### src/rtl/adc_scan_pkg.sv
// Shared state encoding, channel-field width and ADC code to millivolt conversion for the scan sampler.
package adc_scan_pkg;

  localparam int ADC_CH_W = 5;
  localparam int MAX_CH   = 8;

  typedef enum logic [1:0] {IDLE, ISSUE, WAIT, ACCUM} scan_state_t;

  // Round-to-nearest scaling of a full-scale code range onto fs millivolts.
  function automatic logic [31:0] code_to_mv(input logic [31:0] code, input int adc_w, input int fs);
    logic [63:0] den;
    logic [63:0] num;
    den = (64'd1 << adc_w) - 64'd1;
    num = {32'd0, code} * 64'(fs) + (den >> 1);
    return 32'(num / den);
  endfunction

endpackage

### src/rtl/adc_hyst_cmp.sv
// Hysteresis flag: sets at or above thr_hi, clears below thr_lo, otherwise holds; evaluated only when upd is high.
// Registered: the flag reflects value one cycle after upd; no backpressure.
module adc_hyst_cmp #(
  parameter int MV_W = 13
) (
  input  logic            clk,
  input  logic            reset,
  input  logic            upd,
  input  logic [MV_W-1:0] value,
  input  logic [MV_W-1:0] thr_hi,
  input  logic [MV_W-1:0] thr_lo,
  output logic            flag
);

  always_ff @(posedge clk or posedge reset) begin
    if (reset) begin
      flag <= 1'b0;
    end else if (upd) begin
      if (value >= thr_hi)
        flag <= 1'b1;
      else if (value < thr_lo)
        flag <= 1'b0;
    end
  end

endmodule

### src/rtl/adc_scan_sampler.sv
// Round-robin ADC scanner: issues one command per channel, converts to mV, averages, publishes; optional watchdog via ADC_SCAN_TIMEOUT_EN.
// Response to mv_valid is 2 cycles; cmd_valid/cmd_channel hold until cmd_ready, WAIT blocks until the matching response.
module adc_scan_sampler
  import adc_scan_pkg::*;
#(
  parameter int NUM_CH        = 4,
  parameter int CH_BASE       = 1,
  parameter int ADC_W         = 12,
  parameter int FULL_SCALE_MV = 5000,
  parameter int MV_W          = 13,
  parameter int AVG_LOG2      = 2,
  parameter int TIMEOUT_CYC   = 1024
) (
  input  logic                   clk,
  input  logic                   reset,
  input  logic                   enable,
  output logic                   cmd_valid,
  output logic [ADC_CH_W-1:0]    cmd_channel,
  output logic                   cmd_sop,
  output logic                   cmd_eop,
  input  logic                   cmd_ready,
  input  logic                   rsp_valid,
  input  logic [ADC_CH_W-1:0]    rsp_channel,
  input  logic [ADC_W-1:0]       rsp_data,
  input  logic [MV_W-1:0]        thr_hi,
  input  logic [MV_W-1:0]        thr_lo,
  output logic [NUM_CH*MV_W-1:0] mv_data,
  output logic                   mv_valid,
  output logic [2:0]             mv_index,
  output logic [NUM_CH-1:0]      trig,
  output logic                   err_mismatch,
  output logic                   err_timeout
);

  localparam int               ACC_W    = MV_W + AVG_LOG2;
  localparam int               CNT_W    = AVG_LOG2 + 1;
  localparam logic [CNT_W-1:0] CNT_LAST = CNT_W'((1 << AVG_LOG2) - 1);
  localparam logic [2:0]       IDX_LAST = 3'(NUM_CH - 1);

  scan_state_t         state, state_nxt;
  logic [2:0]          idx;
  logic [MV_W-1:0]     mv_conv;
  logic [MV_W-1:0]     mv_reg;
  logic [ACC_W-1:0]    acc [MAX_CH];
  logic [CNT_W-1:0]    cnt [MAX_CH];
  logic [ADC_CH_W-1:0] exp_ch;
  logic                rsp_match;
  logic                timed_out;
  logic                publish;
  logic [ACC_W-1:0]    acc_sum;
  logic [MV_W-1:0]     avg;

  assign exp_ch    = ADC_CH_W'(CH_BASE) + ADC_CH_W'(idx);
  assign rsp_match = (state == WAIT) && rsp_valid && (rsp_channel == exp_ch);
  assign mv_conv   = MV_W'(code_to_mv(32'(rsp_data), ADC_W, FULL_SCALE_MV));
  assign acc_sum   = acc[idx] + ACC_W'(mv_reg);
  assign avg       = acc_sum[ACC_W-1:AVG_LOG2];
  assign publish   = (state == ACCUM) && (cnt[idx] == CNT_LAST);
  assign cmd_sop   = 1'b1;
  assign cmd_eop   = 1'b1;

  always_ff @(posedge clk or posedge reset) begin
    if (reset) state <= IDLE;
    else       state <= state_nxt;
  end

  always_comb begin
    state_nxt   = state;
    cmd_valid   = 1'b0;
    cmd_channel = '0;
    unique case (state)
      IDLE:  if (enable) state_nxt = ISSUE;
      ISSUE: begin
        cmd_valid   = 1'b1;
        cmd_channel = exp_ch;
        if (cmd_ready) state_nxt = WAIT;
      end
      WAIT: begin
        if (rsp_match)      state_nxt = ACCUM;
        else if (timed_out) state_nxt = ISSUE;
      end
      ACCUM:   state_nxt = enable ? ISSUE : IDLE;
      default: state_nxt = IDLE;
    endcase
  end

  // Any response outside a matching WAIT is unexpected and only flags the error.
  always_ff @(posedge clk or posedge reset) begin
    if (reset) begin
      idx          <= 3'd0;
      mv_reg       <= '0;
      mv_data      <= '0;
      mv_valid     <= 1'b0;
      mv_index     <= 3'd0;
      err_mismatch <= 1'b0;
      for (int i = 0; i < MAX_CH; i++) begin
        acc[i] <= '0;
        cnt[i] <= '0;
      end
    end else begin
      mv_valid <= 1'b0;
      if (rsp_valid && !rsp_match) err_mismatch <= 1'b1;
      if (rsp_match) mv_reg <= mv_conv;
      if (state == ACCUM) begin
        if (publish) begin
          acc[idx] <= '0;
          cnt[idx] <= '0;
          mv_valid <= 1'b1;
          mv_index <= idx;
          for (int i = 0; i < NUM_CH; i++)
            if (idx == 3'(i)) mv_data[i*MV_W +: MV_W] <= avg;
        end else begin
          acc[idx] <= acc_sum;
          cnt[idx] <= cnt[idx] + 1'b1;
        end
        idx <= (idx == IDX_LAST) ? 3'd0 : idx + 3'd1;
      end
    end
  end

  for (genvar i = 0; i < NUM_CH; i++) begin : g_hyst
    adc_hyst_cmp #(.MV_W(MV_W)) u_hyst (
      .clk    (clk),
      .reset  (reset),
      .upd    (publish && (idx == 3'(i))),
      .value  (avg),
      .thr_hi (thr_hi),
      .thr_lo (thr_lo),
      .flag   (trig[i])
    );
  end

`ifdef ADC_SCAN_TIMEOUT_EN
  localparam int WD_W = $clog2(TIMEOUT_CYC + 1);
  logic [WD_W-1:0] wd_cnt;

  assign timed_out = (state == WAIT) && !rsp_match && (wd_cnt == WD_W'(TIMEOUT_CYC - 1));

  // Expiry drops the sample and retries the same channel.
  always_ff @(posedge clk or posedge reset) begin
    if (reset) begin
      wd_cnt      <= '0;
      err_timeout <= 1'b0;
    end else begin
      if (state != WAIT)   wd_cnt <= '0;
      else if (!rsp_match) wd_cnt <= wd_cnt + 1'b1;
      if (timed_out) err_timeout <= 1'b1;
    end
  end
`else
  assign timed_out   = 1'b0;
  assign err_timeout = 1'b0 & (TIMEOUT_CYC != 0);
`endif

endmodule

### config.mk
export PLATFORM = sky130hd
export DESIGN_NAME = adc_scan_sampler
export DESIGN_NICKNAME = d
export VERILOG_FILES = /design/src/rtl/adc_scan_pkg.sv /design/src/rtl/adc_hyst_cmp.sv /design/src/rtl/adc_scan_sampler.sv
export SDC_FILE = /design/constraint.sdc
export NUM_CORES = 1
export LEC_CHECK = 0
export CORE_MARGIN = 10
export CORE_UTILIZATION = 45
export CTS_CLUSTER_SIZE = 14
export DETAILED_ROUTE_END_ITERATION = 6
export GPL_TIMING_DRIVEN = 0
export PLACE_DENSITY = 0.65
export SLEW_MARGIN = 10
export SYNTH_ARGS = -nofsm -noshare
export SYNTH_HDL_FRONTEND = slang
export SYNTH_SLANG_ARGS = --single-unit
### constraint.sdc
create_clock -name clk -period 9.3 [get_ports clk]
set_input_delay 2.79 -clock clk [delete_from_list [all_inputs] [get_ports clk]]
set_output_delay 2.79 -clock clk [all_outputs]
set_load 0.1 [all_outputs]
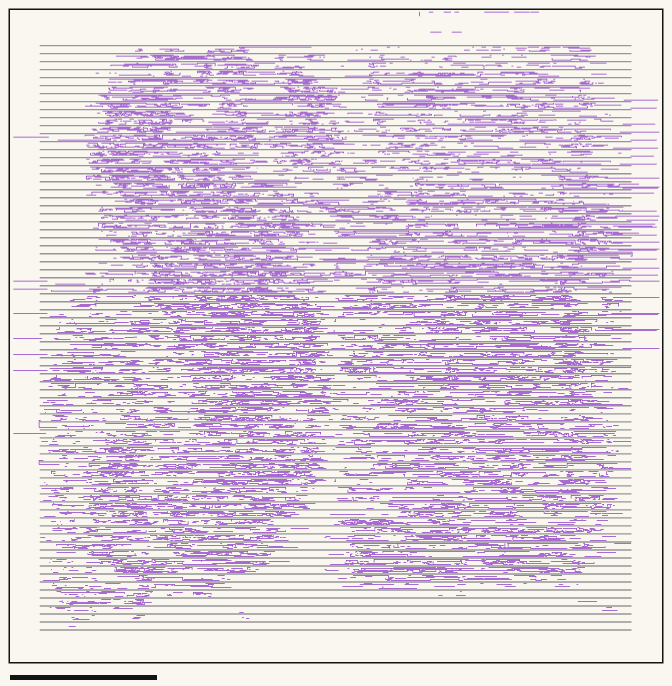
Fig. 1. Met1 routing.
Bar = 50 microns. Supply wires on this layer in grey.
wire length on this layer: 26.4 mm
nets with wire on the layer: 2,633
share of all routed wire: 40%
longest straight run: 66.7 microns

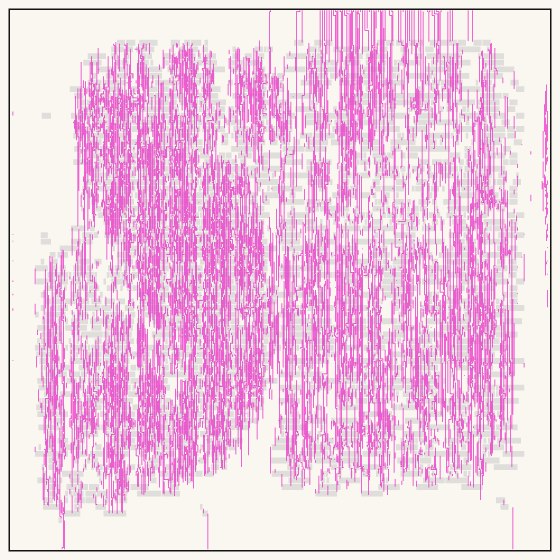
Fig. 2. Met2 routing.
longest straight run: 87.9 microns
main direction: vertical
nets with wire on the layer: 2,371

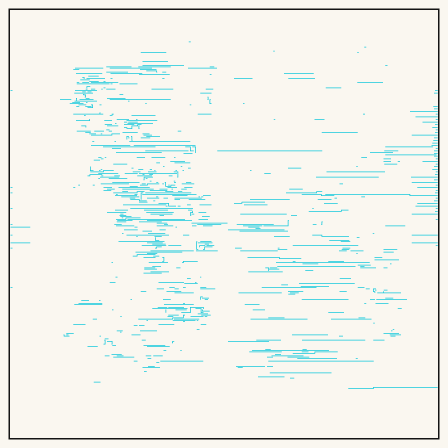
Fig. 3. The metal 3 layer.
wire length on this layer: 4,170 microns
main direction: horizontal
longest straight run: 54.3 microns

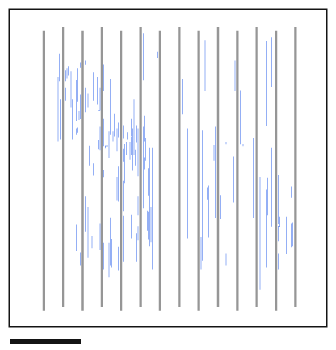
Fig. 4. Met4 routing.
Bar = 50 microns. Supply wires on this layer in grey.
share of all routed wire: 3.8%
nets with wire on the layer: 98
longest straight run: 91.1 microns
wire length on this layer: 2,480 microns
main direction: vertical

## area by class of cell
cell class,count,share of cell area (%)
diodes,2,0.0198
plain buffers,85,1.93
clock buffers,31,2.51
clock inverters,5,0.243
inverters,143,2.21
multi-input cells,1718,55.6
flip-flops and latches,223,22.1
well taps,525,2.60
repair buffers,357,12.7
## kinds of logic after synthesis
kind of cell	count (synthesis)	synth area share (%)
simple gates	759	21.4
compound gates	681	25.0
buf+inv	234	5.25
flops	223	30.5
fa+ha+maj	143	10.8
xor+xnor	96	4.94
mux	33	2.04
other cells	2	0.0411
==> flow_summary.toml <==
# synthesis and place-and-route metrics
[run_status]
status = "finished, violations left"
failed_checks = "negative setup slack"

[route]
route.met3.wl_mm = 4.17
top_layer = "met5"
drt_wl_total_mm = 66.0
drtIter0Drc = 1863
wl_per_cell_microns = 21.4
vias = 19200

[final_timing]
fin_crit_ns = 16.80
rsz0062_at_grt = "yes"
final.setup.tns_ns = -40.48
layout_setup_ws_ns = -7.50
setup-violations-final = 10

[floorplanning]
io_pins = 118
core-area_sq_mm = 0.0399
die_area_sq_mm = 0.0491

[worst_setup_path]
crit_type = "in -> reg"
r2r-start = "idx[1]"
critPathMaxFanout = 8
endpoint_kind = "register"
r2r_slack_ns = 2.46
required_ns = 9.69
endpoint = "mv_reg[0]"
cp.buffers_inverters = 20
cp_num_cells = 68

[synthesis]
synth_cells = 2171
synthArstFlopShare_pct = 100
yosysCellCount = 2171
yosysTopAreaCell = "dfrtp_1"
ff_type = "dfrtp_1"
yosys_warnings = 0
ys_seq_elements = 223

[clock_tree]
cts_sinks = 223
post_cts_resized = 319
path_clk_slew_ns = 0.06

[run]
cap_viol_max_count = 0
warnings = 46

[hold_path]
min_path_type = "reg -> reg"
whs_path_depth = 1
hp-start = "err_mismatch"
whs_endpoint = "err_mismatch"

[grt]
grt-busiest-layer = "met2"
overflow = 0
grt_pass1_vias = 18600
antenna_found_initial = 2

[placement]
placedCellCount = 2818
dpl_worst_slack_ns = -10.04

[layout]
instances_no_fill = 3089
lay_top_cells = "298 x nand2_1, 247 x o21ai_0, 223 x dfrtp_1, 205 x buf_4, 123 x inv_1"
